## config.mk

```make
export PLATFORM = sky130hd
export DESIGN_NAME = alu
export DESIGN_NICKNAME = d
export VERILOG_FILES = /design/src/rtl/alu.sv
export SDC_FILE = /design/constraint.sdc
export NUM_CORES = 1
export LEC_CHECK = 0
export ABC_AREA = 1
export CORE_ASPECT_RATIO = 1.2
export CORE_MARGIN = 2
export CORE_UTILIZATION = 25
export CTS_BUF_LIST = sky130_fd_sc_hd__clkbuf_4 sky130_fd_sc_hd__clkbuf_8 sky130_fd_sc_hd__clkbuf_16
export CTS_CLUSTER_SIZE = 10
export DETAILED_ROUTE_END_ITERATION = 8
export GPL_ROUTABILITY_DRIVEN = 0
export GPL_TIMING_DRIVEN = 0
export PLACE_DENSITY = 0.48
export SLEW_MARGIN = 0
export SYNTH_ARGS = -nofsm -noshare
export SYNTH_HDL_FRONTEND = slang
export SYNTH_SLANG_ARGS = --single-unit
```

## constraint.sdc

```tcl
create_clock -name clk -period 4.1 [get_ports clk]
set_clock_uncertainty 0.2 [all_clocks]
set_input_delay 1.025 -clock clk [delete_from_list [all_inputs] [get_ports clk]]
set_output_delay 1.025 -clock clk [all_outputs]
set_load 0.01 [all_outputs]
```

## src/rtl/alu.sv

```systemverilog
// -----------------------------------------------------------------------------
// alu
//   Single-cycle RV32I register-register ALU for the execute stage. A purely
//   combinational datapath selects one of ten operations from funct3/funct7.
//   One output register stage follows it, so the result appears one clock
//   after the inputs. There is no handshake: a new result is registered on
//   every rising edge.
//
// Ports
//   clk     in   1     system clock, rising edge
//   rst     in   1     synchronous reset, active-high
//   rs1     in   XLEN  operand A
//   rs2     in   XLEN  operand B; rs2[4:0] is the shift amount for shifts
//   funct3  in   3     operation select (RISC-V encoding)
//   funct7  in   1     alternate-op bit (instruction bit 30): SUB / SRA
//   rd      out  XLEN  registered result
//   z       out  1     registered zero indicator, active-low
//                      (0 when rd is all zeros, 1 otherwise)
// -----------------------------------------------------------------------------
module alu #(
    parameter int XLEN = 32
) (
    input  logic            clk,
    input  logic            rst,
    input  logic [XLEN-1:0] rs1,
    input  logic [XLEN-1:0] rs2,
    input  logic [2:0]      funct3,
    input  logic            funct7,
    output logic [XLEN-1:0] rd,
    output logic            z
);

    localparam logic [2:0] F3_ADD  = 3'b000;
    localparam logic [2:0] F3_SLL  = 3'b001;
    localparam logic [2:0] F3_SLT  = 3'b010;
    localparam logic [2:0] F3_SLTU = 3'b011;
    localparam logic [2:0] F3_XOR  = 3'b100;
    localparam logic [2:0] F3_SR   = 3'b101;
    localparam logic [2:0] F3_OR   = 3'b110;
    localparam logic [2:0] F3_AND  = 3'b111;

    logic [XLEN-1:0] rd_d, rd_q;
    logic            z_d, z_q;
    logic [4:0]      shamt;
    logic            lt_s, lt_u;

    assign shamt = rs2[4:0];
    assign lt_s  = $signed(rs1) < $signed(rs2);
    assign lt_u  = rs1 < rs2;

    always_comb begin
        rd_d = '0;
        case (funct3)
            F3_ADD:  rd_d = funct7 ? (rs1 - rs2) : (rs1 + rs2);
            F3_SLL:  rd_d = rs1 << shamt;
            F3_SLT:  rd_d = {{(XLEN-1){1'b0}}, lt_s};
            F3_SLTU: rd_d = {{(XLEN-1){1'b0}}, lt_u};
            F3_XOR:  rd_d = rs1 ^ rs2;
            // Sign fill comes from the signed cast of rs1.
            F3_SR:   rd_d = funct7 ? XLEN'($signed(rs1) >>> shamt) : (rs1 >> shamt);
            F3_OR:   rd_d = rs1 | rs2;
            F3_AND:  rd_d = rs1 & rs2;
            default: rd_d = '0;
        endcase
        // z is taken from the same next value as rd, so the two never disagree.
        z_d = |rd_d;
    end

    always_ff @(posedge clk) begin
        if (rst) begin
            rd_q <= '0;
            z_q  <= 1'b0;
        end else begin
            rd_q <= rd_d;
            z_q  <= z_d;
        end
    end

    assign rd = rd_q;
    assign z  = z_q;

endmodule

```

==> notes.md <==
run results: Worst Path Max Fanout=10, period utilization=0.974, Yosys top cell area share=0.259, crit path launch=funct3[2], Synth top cell by count=nand2_1, critical path startpoint category=input port, Peak VDD IR=0.133 mV, clk tree area frac=0.0107, CTS buffer count=5, design area=roughly 13000 um2, # rows=83, status=finished, final reports clean, placed wire-length estimate=just over 50000 um, DRT iter0 DRCs=around 1.6k, Hold Vio Cnt, Final=0, maximum operating frequency=approximately 250 MHz, top cells by area=nand2_1 26%, nand3_1 15%, ha_1 11%, inv_1 9.7%, dfxtp_1 6.1%, end of the critical path=z$_SDFF_PP0_, antenna cells=0, initial antenna violation count=0, nets=2410, HP Class=input port to flip-flop, DR DRC count=0, critical path class=input port to flip-flop, Remaining Overflow, GRT=0, Crit path largest cell delay=610 ps, CP arrival=4010 ps, placed cell areas=roughly 13000 um2, Clock Path Buffers=2, Comb area share=0.679, vias in the first global route=14.6k, chip area=45000 um2, clock sink count=33, yosys cell count=between 2k and 2.5k, EDFF count, synth=0, non-clock buffer count=200, Post-Synthesis Cells=2130, GRT Overall Usage=0.262, layout cells sized above 1=0.118, MI comb cells=1710, Seq cells=33, Yosys top cell by area=nand2_1, Area Growth Syn to Fin=23.1%, invs w/o clock=between 200 and 300, CP Capture Type=flip-flop, Leading cell kind=logic gates, pin count of the biggest net entering global routing=23, Synth flops=33
==> per-stage QoR <==
| stage | worst slack (ps) | std cells | utilization | setup TNS [ps] | total power, mW |
|---|---|---|---|---|---|
| 2_1_floorplan | 594 | 2130 | - | 0 | 1.36 |
| 3_3_place_gp | -1600 | 2783 | 0.293 | -22560 | 1.99 |
| 3_5_place_dp | -1620 | 2783 | 0.293 | -23140 | 1.99 |
| 4_1_cts | 2.32 | 2791 | 0.300 | 0 | 2.45 |
| 5_1_grt | -7.55 | 2794 | 0.312 | -7.55 | 2.74 |
| 6_report | 106 | 2794 | 0.312 | 0 | 2.58 |
==> timing repair <==
| item | CTS | global route |
|---|---|---|
| cloned | 1 | 1 |
| pin swaps | 1 | 10 |
| hold buffers | 0 | 0 |
| setup endpoints to repair | 29 | 1 |
| setup buffers | 2 | 3 |
| gates resized | 83 | 152 |
==> worst min-delay path by stage <==
stage,start,endpoint,slack (ps),cells past startpoint
finish,funct7,rd[4]$_SDFF_PP0_,1310,7
global route,funct7,rd[4]$_SDFF_PP0_,1380,7
CTS,rs2[4],rd[27]$_SDFF_PP0_,1330,6
detailed placement,rd[6]$_SDFF_PP0_,rd[6],1560,1
global placement,rd[8]$_SDFF_PP0_,rd[8],1570,1
floorplan,rst,rd[28]$_SDFF_PP0_,890,1
==> state kept, by name (all words and copies together), names as in the netlist <==
| name | cells |
|---|---|
| z | 1 |
| rd | 32 |
==> per-layer routing <==
metal,global-route usage,share of wire,up-vias
li1,-,-,7041
met1,0.302,0.37,6897
met2,0.455,0.46,945
met3,0.0359,0.082,290
met4,0.173,0.082,0
met5,0,0,-
==> worst min-delay path: stages <==
cell and delay [ps]:
buf_2 200, nand3_1 110, o21ai_0 90, nand2_1 70
a21oi_1 70, o21ai_0 170, inv_1 40
==> cell usage in the layout, fill, tap and decap left out, types with 12 or more instances in the layout <==
cell type,netlist,routed
nand3_2,9,18
dfxtp_1,33,33
inv_2,7,12
dlymetal6s2s_1,0,15
o21ai_1,20,24
o21bai_1,12,12
nor2_1,176,143
nor2_2,6,33
nand3_1,332,318
dlygate4sd2_1,0,17
clkbuf_1,20,17
ha_1,97,85
clkdlybuf4s50_1,0,57
a21oi_1,122,114
nand2_1,747,717
nand2_2,20,48
and2_1,12,12
o21ai_0,45,41
nand4_1,16,16
o22ai_1,13,13
buf_4,11,13
inv_1,280,274
buf_2,44,35
==> kinds of logic after synthesis <==
family / synth area share
AND/OR/NAND/NOR: 0.538
flip-flops: 0.0610
XOR/XNOR: 0.000809
adder cells (fa/ha/maj): 0.116
AND-OR/OR-AND: 0.135
buffers and inverters: 0.150
==> where the power goes <==
part / total, mW / internal (mW) / switching [mW] / leakage [nW]
clock network: 0.436 / 0.232 / 0.204 / 0.0740
registers: 0.356 / 0.348 / 0.00811 / 0.272
logic: 1.79 / 0.566 / 1.23 / 6.85
Fig. 1: the metal 1 layer
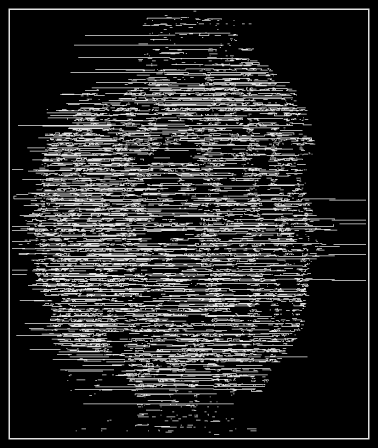
The wires run mostly horizontal. The longest straight run is 81.4 um. The layer carries 22.8 mm of wire.
routed vias: 15.2k
met1 Use GR: 0.302
Routed WL: 61100 um

Fig. 2: signal wires on met2
Bar = 50 um.
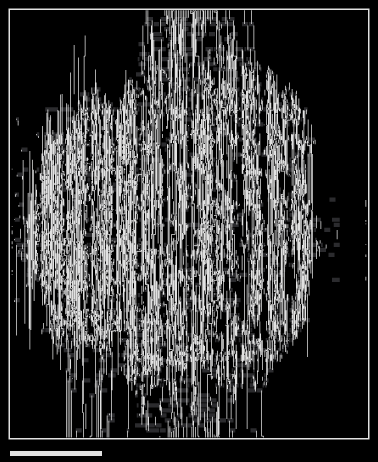
The wires run mostly vertical. 1948 nets have wire on it. The layer carries 28.3 mm of wire.
GRT met2 Usage: 0.455

Fig. 3: met3 routing
Bar = 50 um.
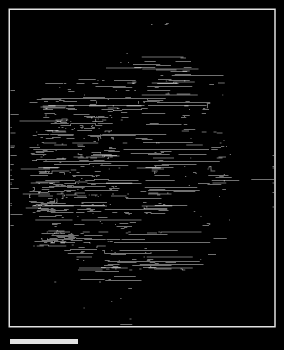
The layer holds 8.2% of the routed length. 346 nets have wire on it.
met3 usage: 0.0359

Fig. 4: met4 routing
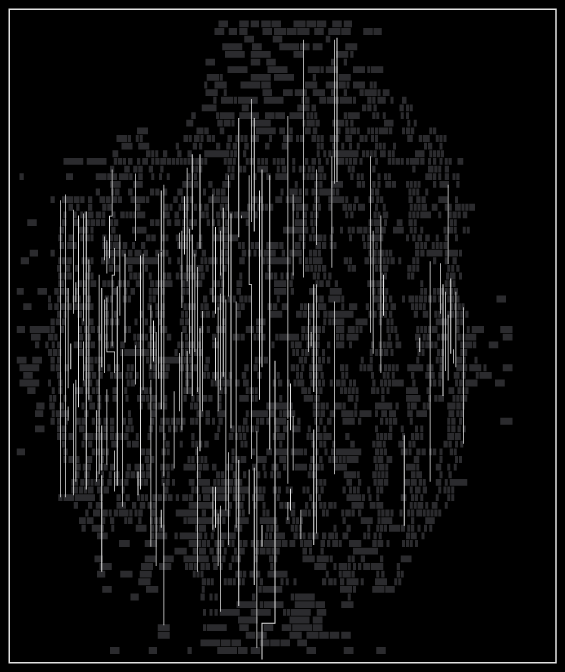
The layer holds 8.2% of the routed length. The longest straight run is 107 um. 109 nets have wire on it.

Power and IR drop assume default switching activity.
